Figure 1. M3 wires.
The bar under the picture is 20 um long.
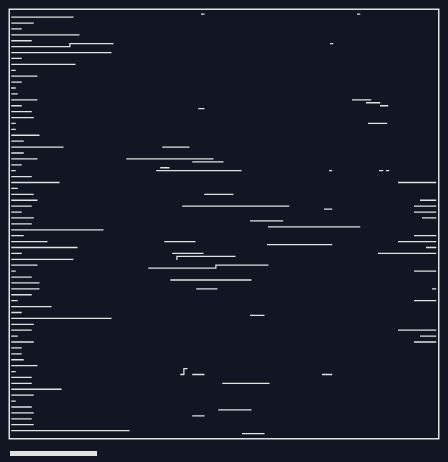
Figure 2. Port wiring.
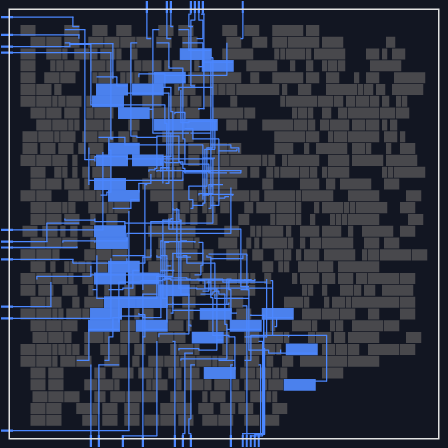
[src/rtl/seg_pkg.sv]
// Shared types and constants for the seg_scan_display hex display driver.
package seg_pkg;

  typedef enum logic [1:0] {
    IDLE,
    ACK,
    WAIT_LOW
  } snap_state_t;

  localparam logic [7:0] SEG_BLANK = 8'hFF;

  // Active-low {dp,g,f,e,d,c,b,a}; entry n is the glyph for hex digit n.
  localparam logic [15:0][7:0] SEG_TABLE = {
    8'h8E, 8'h86, 8'hA1, 8'hC6, 8'h83, 8'h88, 8'h90, 8'h80,
    8'hF8, 8'h82, 8'h92, 8'h99, 8'hB0, 8'hA4, 8'hF9, 8'hC0
  };

endpackage

[src/rtl/hex7seg.sv]
// Combinational hex nibble to active-low seven-segment decoder (dp always off).
module hex7seg
  import seg_pkg::*;
(
  input  logic [3:0] nibble,
  output logic [7:0] seg
);

  assign seg = SEG_TABLE[nibble];

endmodule

[src/rtl/seg_scan_display.sv]
// Multiplexed 8-digit hex display of a selectable 32-bit counter, with a
// per-frame shadow refresh and a request/acknowledge snapshot handshake.
//
// state    | meaning
// IDLE     | waiting for SnapReq; a request captures the shadow on this edge
// ACK      | SnapAck is high for this one cycle
// WAIT_LOW | waiting for SnapReq to drop before another capture is allowed
module seg_scan_display
  import seg_pkg::*;
#(
  parameter int DIV_MAX    = 49999,
  parameter int NUM_DIGITS = 8,
  parameter int BLANK_LZ   = 1
) (
  input  logic        GlobalClock,
  input  logic        Reset,
  input  logic [31:0] CountValue0,
  input  logic [31:0] CountValue1,
  input  logic [31:0] CountValue2,
  input  logic [1:0]  Source,
  input  logic        Freeze,
  input  logic        SnapReq,
  output logic        SnapAck,
  output logic [7:0]  AN,
  output logic [7:0]  SEG,
  output logic [31:0] Shown
);

  localparam int DIV_W = (DIV_MAX > 0) ? $clog2(DIV_MAX + 1) : 1;
  localparam int IDX_W = $clog2(NUM_DIGITS);
  localparam logic [DIV_W-1:0] DIV_TC   = DIV_W'(DIV_MAX);
  localparam logic [IDX_W-1:0] IDX_LAST = IDX_W'(NUM_DIGITS - 1);

  logic [DIV_W-1:0] div_cnt;
  logic [IDX_W-1:0] idx;
  logic [31:0]      shadow;
  snap_state_t      state, state_nxt;

  logic        tick;
  logic        frame_start;
  logic        capture;
  logic [31:0] sel_val;
  logic [31:0] shifted;
  logic        blank;
  logic [7:0]  seg_code;

  assign tick        = (div_cnt == DIV_TC);
  assign frame_start = tick && (idx == IDX_LAST);

  always_comb begin
    sel_val = '0;
    case (Source)
      2'd0:    sel_val = CountValue0;
      2'd1:    sel_val = CountValue1;
      2'd2:    sel_val = CountValue2;
      default: sel_val = '0;
    endcase
  end

  always_comb begin
    state_nxt = state;
    capture   = 1'b0;
    case (state)
      IDLE: begin
        if (SnapReq) begin
          capture   = 1'b1;
          state_nxt = ACK;
        end
      end
      ACK:      state_nxt = WAIT_LOW;
      WAIT_LOW: if (!SnapReq) state_nxt = IDLE;
      default:  state_nxt = IDLE;
    endcase
  end

  // Shifting the shadow down to the current digit gives both its nibble and,
  // when the remainder is zero, the leading-zero condition for that digit.
  assign shifted = shadow >> {idx, 2'b00};
  assign blank   = (BLANK_LZ != 0) && (idx != '0) && (shifted == '0);

  hex7seg u_hex7seg (
    .nibble (shifted[3:0]),
    .seg    (seg_code)
  );

  always_ff @(posedge GlobalClock) begin
    if (Reset) begin
      div_cnt <= '0;
      idx     <= '0;
      shadow  <= '0;
      state   <= IDLE;
      SnapAck <= 1'b0;
      AN      <= 8'hFF;
      SEG     <= SEG_BLANK;
    end else begin
      div_cnt <= tick ? '0 : div_cnt + DIV_W'(1);
      if (tick) idx <= (idx == IDX_LAST) ? '0 : idx + IDX_W'(1);

      // Handshake capture wins; both sources write the same sel_val.
      if (capture || (frame_start && !Freeze)) shadow <= sel_val;

      state   <= state_nxt;
      SnapAck <= capture;
      AN      <= ~(8'h01 << idx);
      SEG     <= blank ? SEG_BLANK : seg_code;
    end
  end

  assign Shown = shadow;

endmodule

[config.mk]
export PLATFORM = sky130hd
export DESIGN_NAME = seg_scan_display
export DESIGN_NICKNAME = d
export VERILOG_FILES = /design/src/rtl/seg_pkg.sv /design/src/rtl/hex7seg.sv /design/src/rtl/seg_scan_display.sv
export SDC_FILE = /design/constraint.sdc
export NUM_CORES = 1
export LEC_CHECK = 0
export CORE_MARGIN = 2
export CORE_UTILIZATION = 46
export CTS_BUF_LIST = sky130_fd_sc_hd__clkbuf_4 sky130_fd_sc_hd__clkbuf_8
export DETAILED_ROUTE_END_ITERATION = 10
export PLACE_DENSITY = 0.81
export SLEW_MARGIN = 15
export SYNTH_ARGS = -nofsm -noshare
export SYNTH_HDL_FRONTEND = slang
export SYNTH_HIERARCHICAL = 1
export SYNTH_SLANG_ARGS = --single-unit
[constraint.sdc]
create_clock -name GlobalClock -period 3.4 [get_ports GlobalClock]
set_clock_uncertainty 0.05 [all_clocks]
set_input_delay 0.85 -clock GlobalClock [delete_from_list [all_inputs] [get_ports GlobalClock]]
set_output_delay 0.85 -clock GlobalClock [all_outputs]
set_load 0.01 [all_outputs]
==> results.rst <==
Flow metrics
------------

.. list-table::
   :header-rows: 1

   * - Metric
     - Value
   * - Worst-path maximum fanout
     - 14
   * - Count of cells resized by post-cts repair
     - 0
   * - Slowest cell on the critical path
     - sky130_fd_sc_hd__dfxtp_1
   * - Yosys stat area
     - 4110 um^2
   * - Chip height
     - 98.5 um
   * - Highest metal layer with signal wires
     - met4
   * - Number of buffers inserted during clock tree synthesis
     - 9
   * - Number of buffer and inverter instances along the worst setup path
     - 2
   * - Fraction of the core area occupied by cells at floorplan
     - 0.474
   * - Number of cells in the design after placement
     - 698
   * - Origin of the worst min-delay path
     - div_cnt[0]
   * - TritonCTS Sinks
     - 70
   * - Share of cells above drive strength 1
     - 0.0974
   * - R2R cell count
     - 8
   * - Count of nets after finishing
     - 717
   * - Crit. End Element
     - register
   * - Part of the cycle the worst path needs
     - 0.845
   * - Crit-path leading delay family
     - multiplexers
   * - Clock buf count
     - 11
   * - Yosys top cell by instances
     - sky130_fd_sc_hd__nor2_1
   * - Well tap count
     - 108
   * - Via count of the first global-routing pass
     - 3,866
   * - Outcome
     - completed
   * - DR WL met3
     - 770 um
   * - X dimension of the die
     - 98.5 um
   * - Vias
     - 3,875
   * - Final antenna-violating net count
     - 0
   * - Hold depth
     - 1
   * - Worst min path class
     - reg2reg
   * - Initial drt markers
     - 164
   * - Hold Path Sink
     - div_cnt[0]
   * - Cell count listed in synth_stat.txt
     - 466
   * - Minimum setup slack among reg-to-reg paths
     - 530 ps
   * - Leading cell type in the layout, fill and taps excluded
     - sky130_fd_sc_hd__clkdlybuf4s50_1
   * - Power per cell area
     - 409 nW/um^2
   * - Area occupied by registers
     - 1400 um^2
   * - Crit Reg-Reg Startpoint
     - idx[0]
   * - Clock network area share
     - 0.0474
   * - Arrival time at the worst endpoint
     - 3030 ps
   * - Share of the final layout cell area in multi-input gates
     - 0.422
   * - Non-filler instance count after layout
     - 714
   * - Sort of element at the start of the critical path
     - register
   * - Proportion of synthesized flip-flops having asynchronous set or reset
     - 0
   * - Wire length of the first global-routing pass
     - 18,400 um
   * - Met2 Resource Use GR
     - 0.383
   * - Slew headroom
     - 0.481
   * - Length of routed wiring on met1
     - 4610 um
   * - Worst hold margin
     - 416 ps
   * - Register area share after synthesis
     - 0.341
   * - Number of ordinary and repair buffers in the finished layout
     - 158
   * - Setup repair after global routing missed its margin
     - no
   * - Top Layout Cells
     - sky130_fd_sc_hd__clkdlybuf4s50_1 (148), sky130_fd_sc_hd__nor2_1 (98), sky130_fd_sc_hd__dfxtp_1 (70)
   * - Length of the first detailed-routing pass in iterations
     - 4
   * - Overall overflow remaining after global route
     - 0
   * - Number of max-slew violations in the final report
     - 0
   * - Non-Clock Buffer Area Fraction
     - 0.265
   * - Total design power
     - 2.42 mW
   * - Cell area after technology mapping
     - 4110 um^2
   * - Standard-cell row count
     - 34
   * - Final Hold Viols
     - 0
   * - Top cells by area
     - sky130_fd_sc_hd__dfxtp_1 (34%), sky130_fd_sc_hd__mux2i_1 (9.0%), sky130_fd_sc_hd__nor2_1 (8.9%)
   * - GR Layer Usage met3
     - 0.0475
   * - Maximum clock insertion buffer count
     - 2
   * - Cell leakage power
     - 2.28 nW
   * - Fill cells
     - 692
   * - Number of H-tree branching levels
     - 3
   * - Count of port buffers added during placement
     - 150
   * - Largest voltage drop on the vdd net
     - 0.226 mV
   * - Most used standard cells in the synthesized netlist
     - sky130_fd_sc_hd__nor2_1 (98), sky130_fd_sc_hd__dfxtp_1 (70), sky130_fd_sc_hd__a21oi_1 (38)
   * - Setup Buffers After CTS
     - 0
   * - Tool warnings
     - 36
   * - Number of antenna violations at the first check in global routing
     - 0
   * - Sequential cell count
     - 70
   * - Endpoint of the lowest-slack register-to-register path
     - SEG[3]
   * - Slew at the pin closest to its max-slew limit
     - 775 ps
   * - Series of cell instances along the critical path
     - mux4_1, nand2_1, nand2_1, inv_1, ha_1, inv_1, mux4_1, o21bai_1
About Figure 1:
wire length on this layer: 771 um
main direction: horizontal
nets with wire on the layer: 109

About Figure 2:
[blue] `Shown` | bits: 32 | direction: output | edge: 13 bottom, 11 left, 8 top | end cells: 32 | buffers: 32 | wire: 2,390 um

kinds of logic (layout without fill, tap and decap cells):
logic type | count (synthesis) | in the layout | share of synthesized area
adder cells (fa/ha/maj) | 14 | 14 | 0.0426
multiplexers | 47 | 47 | 0.146
other | 1 | 1 | 0.000912
AND/OR/NAND/NOR | 179 | 179 | 0.202
AND-OR/OR-AND | 98 | 98 | 0.185
buffers and inverters | 43 | 183 | 0.0529
flip-flops | 70 | 70 | 0.341
XOR/XNOR | 14 | 14 | 0.0298
power breakdown:
group          internal [mW]  switching, mW  leakage (nW)
Sequential             0.875         0.0586         0.576
Clock                  0.603          0.312         0.140
Combinational          0.324          0.244          1.56
Power and IR drop assume default switching activity.
